Figure 1. Sequential cells grouped by signal name (run 1).
Scale bar: 20 um. Other sequential cells in the stronger grey, the rest of the logic in the fainter grey.
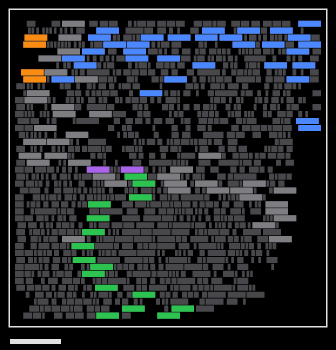
Figure 2. M2 wires (run 1).
Scale bar: 20 um.
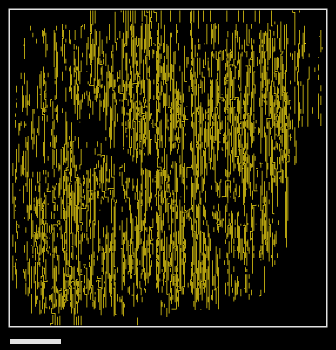
Figure 3. Routing congestion (run 1).
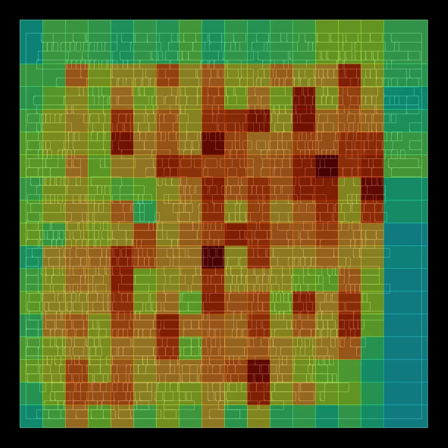
Figure 4. Gate-type map (run 1).
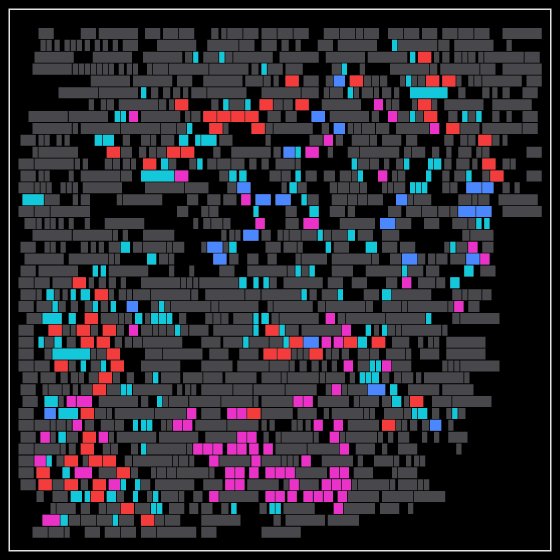
## src/rtl/gessm_pkg.sv

```systemverilog
// gessm_pkg: shared types and helpers for the gESSM pipelined multiplier.
//   seg_e          - which M-bit window of an operand feeds the core
//   seg_shift()    - left shift that puts a window's product bits back in place
//   params_legal() - elaboration-time sanity check of the N/M/Q geometry
package gessm_pkg;

    typedef enum logic [1:0] {
        SEG_LOW  = 2'd0,
        SEG_MID  = 2'd1,
        SEG_HIGH = 2'd2
    } seg_e;

    localparam int NUM_OPERANDS = 2;

    // A window taken from bit position k contributes its product k bits up.
    function automatic int seg_shift(input seg_e seg, input int n, input int m, input int q);
        int sh;
        sh = 0;
        case (seg)
            SEG_HIGH: sh = n - m;
            SEG_MID:  sh = q;
            default:  sh = 0;
        endcase
        return sh;
    endfunction

    // The mid window must sit strictly between the low and high windows,
    // otherwise segment selection becomes ambiguous or indexes out of range.
    function automatic bit params_legal(input int n, input int m, input int q);
        return (q > 0) && (q < n - m) && (m + q <= n);
    endfunction

endpackage

```

## src/rtl/gessm_segment.sv

```systemverilog
// gessm_segment: combinational per-operand front end.
//   i_x      [N-1:0]  raw operand
//   i_signed          1 = treat i_x as two's complement
//   o_win    [M-1:0]  selected M-bit window of |i_x|
//   o_seg             which window was selected (sets the later shift)
// The magnitude of the most negative value wraps to 2^(N-1), which is still
// representable as an N-bit unsigned number, so no extra bit is needed.
module gessm_segment
    import gessm_pkg::*;
#(
    parameter int N = 16,
    parameter int M = 8,
    parameter int Q = 5
) (
    input  logic [N-1:0] i_x,
    input  logic         i_signed,
    output logic [M-1:0] o_win,
    output seg_e         o_seg
);

    logic [N-1:0] w_mag;
    logic         w_any_high;
    logic         w_any_mid;

    always_comb begin
        w_mag      = (i_signed && i_x[N-1]) ? (-i_x) : i_x;
        w_any_high = |w_mag[N-1:M+Q];
        w_any_mid  = |w_mag[M+Q-1:M];
    end

    // Priority: the highest populated window wins so the leading one is kept.
    always_comb begin
        o_win = w_mag[M-1:0];
        o_seg = SEG_LOW;
        if (w_any_high) begin
            o_win = w_mag[N-1:N-M];
            o_seg = SEG_HIGH;
        end else if (w_any_mid) begin
            o_win = w_mag[M+Q-1:Q];
            o_seg = SEG_MID;
        end
    end

endmodule

```

## src/rtl/gessm_mult_pipe.sv

```systemverilog
// gessm_mult_pipe: three-stage pipelined approximate segmented multiplier.
//   clk, rst                  clock (rising edge), async active-high reset
//   in_valid/in_ready         operand handshake
//   in_a, in_b     [N-1:0]    operands
//   in_signed                 1 = two's-complement operands
//   in_tag     [TAG_W-1:0]    sideband returned with the result
//   out_valid/out_ready       result handshake
//   out_ris    [2N-1:0]       approximate product
//   out_tag    [TAG_W-1:0]    tag of this result
//   out_exact                 both operands fit the low window (result exact)
// Stage 1: magnitude + window select; stage 2: MxM product; stage 3: shift
// back into place and apply the sign. All stages move together on advance.
module gessm_mult_pipe
    import gessm_pkg::*;
#(
    parameter int N     = 16,
    parameter int M     = 8,
    parameter int Q     = 5,
    parameter int TAG_W = 4
) (
    input  logic             clk,
    input  logic             rst,
    input  logic             in_valid,
    output logic             in_ready,
    input  logic [N-1:0]     in_a,
    input  logic [N-1:0]     in_b,
    input  logic             in_signed,
    input  logic [TAG_W-1:0] in_tag,
    output logic             out_valid,
    input  logic             out_ready,
    output logic [2*N-1:0]   out_ris,
    output logic [TAG_W-1:0] out_tag,
    output logic             out_exact
);

    generate
        if (!params_legal(N, M, Q)) begin : g_bad_params
            $error("gessm_mult_pipe: illegal geometry N=%0d M=%0d Q=%0d", N, M, Q);
        end
    endgenerate

    // ------------------------------------------------------------------
    // Global stall: the whole pipe moves only when the output slot frees.
    // ------------------------------------------------------------------
    logic w_advance;
    logic r_out_valid;

    assign w_advance = !r_out_valid || out_ready;
    assign in_ready  = w_advance;

    // ------------------------------------------------------------------
    // Stage 1 front end: one segment unit per operand.
    // ------------------------------------------------------------------
    logic [N-1:0] w_op  [NUM_OPERANDS];
    logic [M-1:0] w_win [NUM_OPERANDS];
    seg_e         w_seg [NUM_OPERANDS];

    assign w_op[0] = in_a;
    assign w_op[1] = in_b;

    generate
        for (genvar gi = 0; gi < NUM_OPERANDS; gi++) begin : g_seg
            gessm_segment #(
                .N(N),
                .M(M),
                .Q(Q)
            ) u_seg (
                .i_x      (w_op[gi]),
                .i_signed (in_signed),
                .o_win    (w_win[gi]),
                .o_seg    (w_seg[gi])
            );
        end
    endgenerate

    logic w_s1_neg;
    logic w_s1_exact;

    always_comb begin
        w_s1_neg   = in_signed && (in_a[N-1] ^ in_b[N-1]);
        w_s1_exact = (w_seg[0] == SEG_LOW) && (w_seg[1] == SEG_LOW);
    end

    logic             r_s1_valid;
    logic [M-1:0]     r_s1_win [NUM_OPERANDS];
    seg_e             r_s1_seg [NUM_OPERANDS];
    logic             r_s1_neg;
    logic [TAG_W-1:0] r_s1_tag;
    logic             r_s1_exact;

    generate
        for (genvar gi = 0; gi < NUM_OPERANDS; gi++) begin : g_s1_ops
            always_ff @(posedge clk or posedge rst) begin
                if (rst) begin
                    r_s1_win[gi] <= '0;
                    r_s1_seg[gi] <= SEG_LOW;
                end else if (w_advance) begin
                    r_s1_win[gi] <= w_win[gi];
                    r_s1_seg[gi] <= w_seg[gi];
                end
            end
        end
    endgenerate

    always_ff @(posedge clk or posedge rst) begin
        if (rst) begin
            r_s1_valid <= 1'b0;
            r_s1_neg   <= 1'b0;
            r_s1_tag   <= '0;
            r_s1_exact <= 1'b0;
        end else if (w_advance) begin
            r_s1_valid <= in_valid;
            r_s1_neg   <= w_s1_neg;
            r_s1_tag   <= in_tag;
            r_s1_exact <= w_s1_exact;
        end
    end

    // ------------------------------------------------------------------
    // Stage 2: unsigned MxM core product.
    // ------------------------------------------------------------------
    logic [2*M-1:0] w_s2_prod;

    always_comb begin
        w_s2_prod = {{M{1'b0}}, r_s1_win[0]} * {{M{1'b0}}, r_s1_win[1]};
    end

    logic             r_s2_valid;
    logic [2*M-1:0]   r_s2_prod;
    seg_e             r_s2_seg_a;
    seg_e             r_s2_seg_b;
    logic             r_s2_neg;
    logic [TAG_W-1:0] r_s2_tag;
    logic             r_s2_exact;

    always_ff @(posedge clk or posedge rst) begin
        if (rst) begin
            r_s2_valid <= 1'b0;
            r_s2_prod  <= '0;
            r_s2_seg_a <= SEG_LOW;
            r_s2_seg_b <= SEG_LOW;
            r_s2_neg   <= 1'b0;
            r_s2_tag   <= '0;
            r_s2_exact <= 1'b0;
        end else if (w_advance) begin
            r_s2_valid <= r_s1_valid;
            r_s2_prod  <= w_s2_prod;
            r_s2_seg_a <= r_s1_seg[0];
            r_s2_seg_b <= r_s1_seg[1];
            r_s2_neg   <= r_s1_neg;
            r_s2_tag   <= r_s1_tag;
            r_s2_exact <= r_s1_exact;
        end
    end

    // ------------------------------------------------------------------
    // Stage 3: realign and sign. The largest shift is 2(N-M), so the
    // 2M-bit product always fits in 2N bits without overflow.
    // ------------------------------------------------------------------
    logic [2*N-1:0] w_s3_res;
    logic [2*N-1:0] w_s3_ris;
    int             w_s3_shamt;

    always_comb begin
        w_s3_shamt = seg_shift(r_s2_seg_a, N, M, Q) + seg_shift(r_s2_seg_b, N, M, Q);
        w_s3_res   = {{(2*N-2*M){1'b0}}, r_s2_prod} << w_s3_shamt;
        // Two's-complement negate; a zero product stays zero.
        w_s3_ris   = r_s2_neg ? (-w_s3_res) : w_s3_res;
    end

    logic [2*N-1:0]   r_out_ris;
    logic [TAG_W-1:0] r_out_tag;
    logic             r_out_exact;

    always_ff @(posedge clk or posedge rst) begin
        if (rst) begin
            r_out_valid <= 1'b0;
            r_out_ris   <= '0;
            r_out_tag   <= '0;
            r_out_exact <= 1'b0;
        end else if (w_advance) begin
            r_out_valid <= r_s2_valid;
            r_out_ris   <= w_s3_ris;
            r_out_tag   <= r_s2_tag;
            r_out_exact <= r_s2_exact;
        end
    end

    assign out_valid = r_out_valid;
    assign out_ris   = r_out_ris;
    assign out_tag   = r_out_tag;
    assign out_exact = r_out_exact;

endmodule

```

## config.mk

```make
export PLATFORM = sky130hd
export DESIGN_NAME = gessm_mult_pipe
export DESIGN_NICKNAME = d
export VERILOG_FILES = /design/src/rtl/gessm_pkg.sv /design/src/rtl/gessm_segment.sv /design/src/rtl/gessm_mult_pipe.sv
export SDC_FILE = /design/constraint.sdc
export NUM_CORES = 1
export LEC_CHECK = 0
export ABC_AREA = 0
export CAP_MARGIN = 30
export CORE_MARGIN = 1.5
export CORE_UTILIZATION = 59
export CTS_BUF_LIST = sky130_fd_sc_hd__clkbuf_16
export DETAILED_ROUTE_END_ITERATION = 8
export MAX_ROUTING_LAYER = met4
export PLACE_DENSITY = 0.92
export SLEW_MARGIN = 15
export SYNTH_ARGS = -nofsm -noshare
export SYNTH_HDL_FRONTEND = slang
export SYNTH_SLANG_ARGS = --single-unit
```

## constraint.sdc

```tcl
create_clock -name clk -period 5.5 [get_ports clk]
set_input_delay 1.1 -clock clk [delete_from_list [all_inputs] [get_ports clk]]
set_output_delay 1.1 -clock clk [all_outputs]
set_load 0.01 [all_outputs]
```

==> run_results.csv, run 1 <==
group,metric,value,unit
sta,unrepaired_setup_endpoints_after_global_routing,"no",
logic_synthesis,synth_async_sr_flop_share,100,%
critical_path,max_fanout_on_critical_path,9,
logic_synthesis,netlist.top_cell.by_area,"dfrtp_1",
critical_path,worst-path-stages,15,
die,io_pins,80,
job,warnings,26,
global_routing,grt_pass1_wl,35.4,mm
logic_synthesis,post_synth.cell_area_avg,8.28,um^2
layout,layout-area-overhead-vs-synth,13.8,%
logic_synthesis,mappedNetlistArea,0.00859,mm^2
layout,final_net_count,1210,
logic_synthesis,synth.logic.top_family,"simple AND/OR/NAND/NOR gates",
logic_synthesis,yosys_area,0.00859,mm^2
logic_synthesis,synth_cell_types,86,
logic_synthesis,synth-main-ff-cell,"dfrtp_1",
routing,route.layer.met1.wl,9.72,mm
routing,route.detailed.drc,0,
critical_path,worstPathCellList,"and2_1, fa_1, fa_1, inv_1, fa_1, fa_1, inv_1, ha_1, o21ai_0, a21boi_0, o41a_1, a41o_1, o41ai_1, xnor2_1, a21oi_1",
critical_path,register_to_register_path_setup_slack,620,ps
critical_path,largest_delay_contributor_family_on_the_critical_path,"adder cells",
die,chip_area,0.0153,mm^2
sta,slew-limit-headroom,45.2,%
logic_synthesis,yosys.area.top_type_share,26.8,%
logic_synthesis,yosysMostFrequentCell,"nand2_1",
logic_synthesis,floorplan.nets,1156,
routing,top_routing_layer_in_use,"met4",
logic_synthesis,post_synth_and_or_nand_nor_area_fraction,23.3,%
critical_path,setup.worst_path.end_class,"register",
die,die.size.x,124,um
critical_path,crit_start,"r_s1_win[9]",
sta,fmax,0.205,GHz
critical_path,worst-path-buf-inv,2,
placed_design,placement.cell_area,0.00946,mm^2
clock_network,number_of_cts_inserted_buffers,9,
job,maxcap_viol_count,0,
critical_path,critical_path_class,"register to register",
routing,drt_iter0_drc,713,
clock_network,cts.repair.resized,0,
logic_synthesis,aoi_share,17.6,%
sta,fin_worst_skew,8.93,ps
logic_synthesis,synth.top_cells.by_count,"nand2_1, dfrtp_1, nor2_1",
layout,final_layout_top_logic_cell,"nand2_1",
outcome,run_status,"completed",
layout,postLayoutCellArea,0.00978,mm^2
placed_design,buffer_ports.inserted,79,
sta,tightest_slew,822,ps
logic_synthesis,synth_stat.cells,1038,
routing,detailroute.wirelength.met3,1.42,mm
global_routing,gr-total-overflow,0,
worst_hold_path,min_path_cells,2,
critical_path,cp-endpoint,"r_s2_prod[15]",
critical_path,cp-start-kind,"register",
clock_network,clk_transition_reported_paths,70,ps
## Picture notes: Figure 1
| netlist name | colour | placed flops |
|---|---|---|
| out_ris | blue | 32 |
| r_s1_tag | orange | 4 |
| r_s1_win | green | 16 |
| r_s2_seg_b | purple | 2 |
not coloured: 38
fraction of standard cell area that is sequential: 23.5%
Finished Core Util: 69.7%

## Picture notes: Figure 2
main direction: vertical
wire length on this layer: 10100 um
nets with wire on the layer: 1015
longest straight run: 34.9 um
share of all routed wire: 46%
total vias in the final route: 7744
aggregate routed wire length: 21.7 mm

## Picture notes: Figure 3
combined global-route utilization of all metal layers: 30.4%
GR met1 Demand/Resource: 41.6%
GR peak layer: met2
Wirelength per Cell: 17.0 um
met2 usage in global routing: 46.6%

## Picture notes: Figure 4
| family | colour | cells |
|---|---|---|
| XOR/XNOR gates | red | 61 |
| NOR gates | cyan | 134 |
| AND-OR and OR-AND gates | blue | 23 |
| AND and OR gates | magenta | 78 |

run 1: stage by stage:
stage                     instances  worst slack [ps]  hold WS (ps)
after floorplan                1038              1080           430
after global placement         1260               843           441
after detailed placement       1260               731           452
after CTS                      1276               631           468
after global routing           1277               401           484
final                          1277               619           468
run 1: sequential cells by signal (all words and copies together) (netlist names), 4 cells and up:
signal	flops
out_ris	32
r_s1_win	16
r_s2_prod	16
out_tag	4
r_s1_seg	4
r_s1_tag	4
r_s2_tag	4
run 1: cell type report:
class                   instances  share of cell area [%]
multi-input cells             824                    59.0
flip-flops and latches         92                    23.5
well taps                     180                    2.30
inverters                      71                    2.74
clock buffers                   9                    2.30
repair buffers                 94                    9.36
clock inverters                 7                   0.793
Figure 5. The metal 3 layer (run 1).
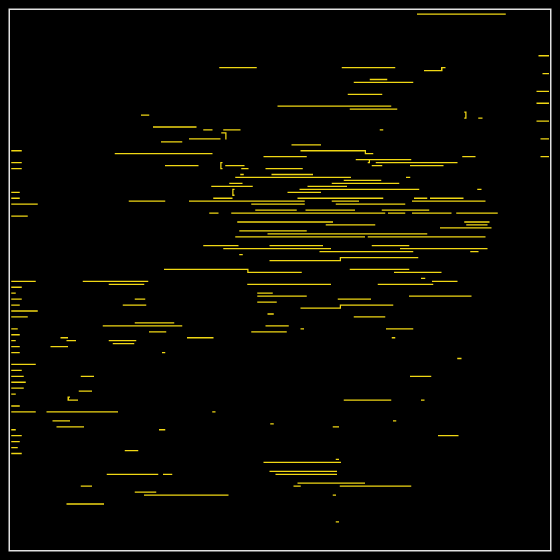

==> run 2, diff against run 1 <==
--- a/config.mk
+++ b/config.mk
@@ -11,9 +11,9 @@
 export CORE_UTILIZATION = 59
 export CTS_BUF_LIST = sky130_fd_sc_hd__clkbuf_16
 export DETAILED_ROUTE_END_ITERATION = 8
+export GPL_TIMING_DRIVEN = 0
 export MAX_ROUTING_LAYER = met4
 export PLACE_DENSITY = 0.92
-export SLEW_MARGIN = 15
 export SYNTH_ARGS = -nofsm -noshare
 export SYNTH_HDL_FRONTEND = slang
 export SYNTH_SLANG_ARGS = --single-unit
Figure 6. The metal 3 layer (run 2).
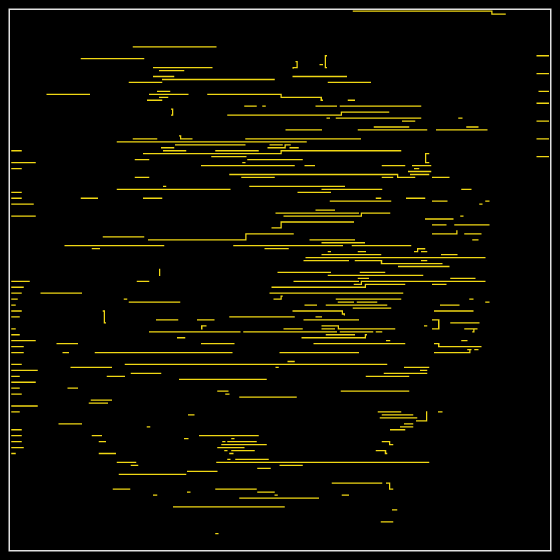
longest straight run: 59.8 um
share of all routed wire: 8.4%
nets with wire on the layer: 192

==> run 2 against run 1 <==
  * Sequential cell count unchanged
  * Core utilization rose by 1.2 points
  * Via count is 7.1% higher
  * Final cell count grew 3.0%
  * Register-to-register slack worse by 200 ps
  * Setup slack lost 200 ps
  * Die size unchanged
  * First-iteration DRC count is 30% higher
  * Non-clock buffer count is 37 higher
  * Critical endpoint unchanged
  * Largest cell class unchanged
  * Highest routed layer unchanged
==> run_results.csv, run 2 <==
group,metric,value,unit
logic_synthesis,synth_async_sr_flop_share,100,%
die,chip_area,0.0153,mm^2
routing,route.layer.met1.wl,10.5,mm
layout,final_cell_count_no_fill,1315,
critical_path,crit_start,"r_s1_win[8]",
logic_synthesis,ys.warnings.count,0,
placed_design,post-place-cells,1298,
sta,hold_ws,465,ps
routing,antenna_violating_nets_remaining,0,
routing,top_routing_layer_in_use,"met4",
critical_path,setup.worst_path.end_class,"register",
critical_path,largest_delay_contributor_family_on_the_critical_path,"adder cells",
outcome,run_status,"completed",
die,core_util_floorplan,61.2,%
layout,largest_register_ff_count,32,
logic_synthesis,synth-seq-area-share,26.8,%
clock_network,htree_num_levels,3,
sta,timing.final.crit_share,92.3,%
critical_path,worst-path-buf-inv,2,
critical_path,worst-path-stages,16,
global_routing,grt.met2_usage,55.7,%
critical_path,cp-endpoint,"r_s2_prod[15]",
routing,route.detailed.drc,0,
global_routing,grt_use_met1,46.0,%
logic_synthesis,yosysMostFrequentCell,"nand2_1",
routing,detailroute.wirelength.met3,2.14,mm
clock_network,root_buffer,"clkbuf_16",
clock_network,cts.repair.resized,0,
global_routing,grt_max_degree,70,
logic_synthesis,synth-main-ff-cell,"dfrtp_1",
job,warnings,26,
routing,drt_iter0_drc,927,
global_routing,global_route.usage.met3,5.95,%
logic_synthesis,synth_stat.cells,1038,
placed_design,place_worst_setup_slack,603,ps
sta,fin_worst_skew,10.7,ps
logic_synthesis,netlist.top_cell.by_area,"dfrtp_1",
logic_synthesis,floorplan.nets,1156,
layout,most-common-layout-cells,"nand2_1, dfrtp_1, nor2_1",
global_routing,gr-max-usage-layer,"met2",
sta,fmax,0.197,GHz
clock_network,clk_transition_reported_paths,80,ps
job,maxcap_viol_count,0,
global_routing,grt_pass1_wl,40.6,mm
placed_design,buffer_ports.inserted,79,
sta,slew-limit-headroom,44.5,%
critical_path,max_fanout_on_critical_path,9,
critical_path,critical_path_class,"register to register",
logic_synthesis,yosys.area.top_type_share,26.8,%
logic_synthesis,synth.top_cells.by_count,"nand2_1, dfrtp_1, nor2_1",
layout,final_net_count,1247,
placed_design,placement.cell_area,0.00964,mm^2
routing,drt-total-wl,25.5,mm
sta,unrepaired_setup_endpoints_after_global_routing,"no",
layout,postLayoutCellArea,0.00995,mm^2
logic_synthesis,post_synth.cell_area_avg,8.28,um^2
worst_hold_path,hold_path.class,"register to register",
sta,tightest_slew,833,ps
logic_synthesis,synth_cell_types,86,
die,die.size.x,124,um
global_routing,gr-total-overflow,0,
routing,detail_route.wl_per_cell,19.4,um
logic_synthesis,yosys_area,0.00859,mm^2
clock_network,clk_lat_worst_skew,360,ps
critical_path,worstPathCellList,"and2_1, fa_1, fa_1, ha_1, inv_1, fa_1, inv_1, ha_1, nor2b_1, o21ai_0, a21boi_0, o41a_1, a41o_1, o41ai_1, xnor2_1, a21oi_1",
die,io_pins,80,
global_routing,globalRouteTotalUtil,35.8,%
layout,layout-area-overhead-vs-synth,15.8,%
critical_path,critical_path.most_common_cell,"fa_1",
logic_synthesis,mappedNetlistArea,0.00859,mm^2
worst_hold_path,min_path_cells,2,
sta,timing.final.hold_violations,0,
clock_network,number_of_cts_inserted_buffers,9,
layout,final_layout_top_logic_cell,"nand2_1",
critical_path,cp-start-kind,"register",
clock_network,max-clock-path-buffers,2,
critical_path,register_to_register_path_setup_slack,420,ps
routing,route.vias.total,8296,
global_routing,initial_antenna_violation_count,0,
layout,finish.utilization,70.9,%
sta,post-route-worst-setup-slack,422,ps
run 2: cell counts after synthesis:
No cell type changed its count.
run 2: cell type report:
| type | instances | share of cell area, % |
|---|---|---|
| clock buffer | 9 | 2.26 |
| tap | 180 | 2.26 |
| antenna | 1 | 0.0251 |
| timing repair buffer | 80 | 8.22 |
| inverter | 71 | 2.70 |
| multi-input combinational | 824 | 57.8 |
| clock inverter | 7 | 0.867 |
| sequential | 92 | 23.1 |
| buffer | 51 | 2.69 |
run 2: logic make-up (layout without fill, tap and decap cells):
family,Yosys count,after routing,synth area share [%]
buf+inv,122,218,6.22
other cells,0,1,0
xor+xnor,61,61,6.22
fa+ha+maj,77,77,14.4
compound gates,234,234,17.6
simple gates,410,410,23.3
mux,42,42,5.42
flops,92,92,26.8
==> run 3, diff against run 2 <==
--- a/config.mk
+++ b/config.mk
@@ -11,9 +11,10 @@
 export CORE_UTILIZATION = 59
 export CTS_BUF_LIST = sky130_fd_sc_hd__clkbuf_16
 export DETAILED_ROUTE_END_ITERATION = 8
+export DONT_BUFFER_PORTS = 1
 export GPL_TIMING_DRIVEN = 0
 export MAX_ROUTING_LAYER = met4
-export PLACE_DENSITY = 0.92
+export PLACE_DENSITY = 0.88
 export SYNTH_ARGS = -nofsm -noshare
 export SYNTH_HDL_FRONTEND = slang
 export SYNTH_SLANG_ARGS = --single-unit
==> constraint.sdc (replaced) <==
create_clock -name clk -period 4.3 [get_ports clk]
set_input_delay 0.86 -clock clk [delete_from_list [all_inputs] [get_ports clk]]
set_output_delay 0.86 -clock clk [all_outputs]
set_load 0.01 [all_outputs]
Figure 7. M2 wires (run 3).
Scale bar: 20 um.
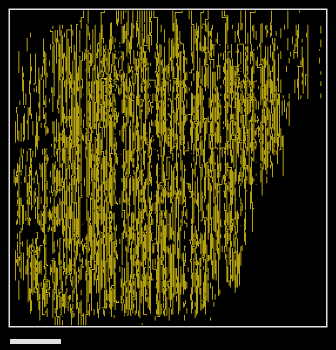
nets with wire on the layer: 1036
main direction: vertical
wire length on this layer: 12400 um
longest straight run: 59.5 um
total vias in the final route: 8386
met2 usage in global routing: 57.7%
aggregate routed wire length: 26.9 mm

==> run 3 against run 2 <==
  * The run now ends with negative setup slack left
  * Area after synthesis unchanged
  * Register-to-register slack worse by 670 ps
  * Routed wire length up 5.2%
  * Via count up 1.1%
  * Global-route usage up 1.5 points
  * Non-clock buffer count down 32
  * Cell area down 1.4%
  * Die size unchanged
  * Highest routed layer unchanged
==> run_results.csv, run 3 <==
group,metric,value,unit
outcome,run_status,"finished, violations left",
outcome,failed_checks,"negative setup slack",
layout,antennaDiodeCount,1,
routing,drt_iter0_drc,1160,
sta,tightest_slew,814,ps
routing,top_routing_layer_in_use,"met4",
job,warnings,28,
logic_synthesis,yosysMostFrequentCell,"nand2_1",
global_routing,globalRouteTotalUtil,37.3,%
critical_path,cp-start-kind,"register",
logic_synthesis,floorplan.nets,1156,
routing,route.detailed.drc,0,
layout,nonClkBufAreaFrac,7.18,%
clock_network,root_buffer,"clkbuf_16",
clock_network,htree_num_levels,3,
layout,design.seq.count,92,
routing,detailroute.wirelength.met3,2.62,mm
sta,unrepaired_setup_endpoints_after_global_routing,"yes",
logic_synthesis,synth_stat.cells,1038,
sta,timing.final.crit_share,106,%
logic_synthesis,mappedNetlistArea,0.00859,mm^2
critical_path,worst-path-buf-inv,3,
logic_synthesis,netlist.top_cell.by_area,"dfrtp_1",
die,tapCellCount,180,
layout,final_layout_top_logic_cell,"nand2_1",
critical_path,worst-path-stages,17,
clock_network,clk_lat_worst_skew,370,ps
sta,timing.final.hold_violations,0,
worst_hold_path,hold_path.class,"input pin to async pin",
logic_synthesis,synth.top_cells.by_count,"nand2_1, dfrtp_1, nor2_1",
layout,inverters,71,
die,io_pins,80,
layout,seq_share,23.6,%
layout,clockNetworkAreaShare,3.15,%
sta,finalSetupViolCount,4,
sta,post-route-worst-setup-slack,-252,ps
layout,nMultiInputCombCells,824,
routing,route.layer.met1.wl,10.3,mm
placed_design,buffer_ports.inserted,0,
global_routing,grt_use_met1,46.0,%
placed_design,place_worst_setup_slack,-397,ps
layout,postLayoutCellArea,0.00981,mm^2
==> run 3: cell types whose count changed in the layout (fill, tap and decap cells not counted), sizes merged <==
cell,before,now
buf,23,68
bufinv,0,1
clkbuf,38,40
clkdlybuf4s50,79,0
clkinv,6,4
clkinvlp,0,1
==> run 3: repair_timing <==
item,CTS,global route
endpoints found under the setup margin,14,26
setup buffers,44,4
endpoints found under the hold margin,0,0
resized,46,25
pin swaps,41,11
==> run 3: logic make-up after synthesis <==
| family | count (synthesis) | synth area share, % |
|---|---|---|
| xor+xnor | 61 | 6.22 |
| buf+inv | 122 | 6.22 |
| fa+ha+maj | 77 | 14.4 |
| simple gates | 410 | 23.3 |
| mux | 42 | 5.42 |
| compound gates | 234 | 17.6 |
| flops | 92 | 26.8 |
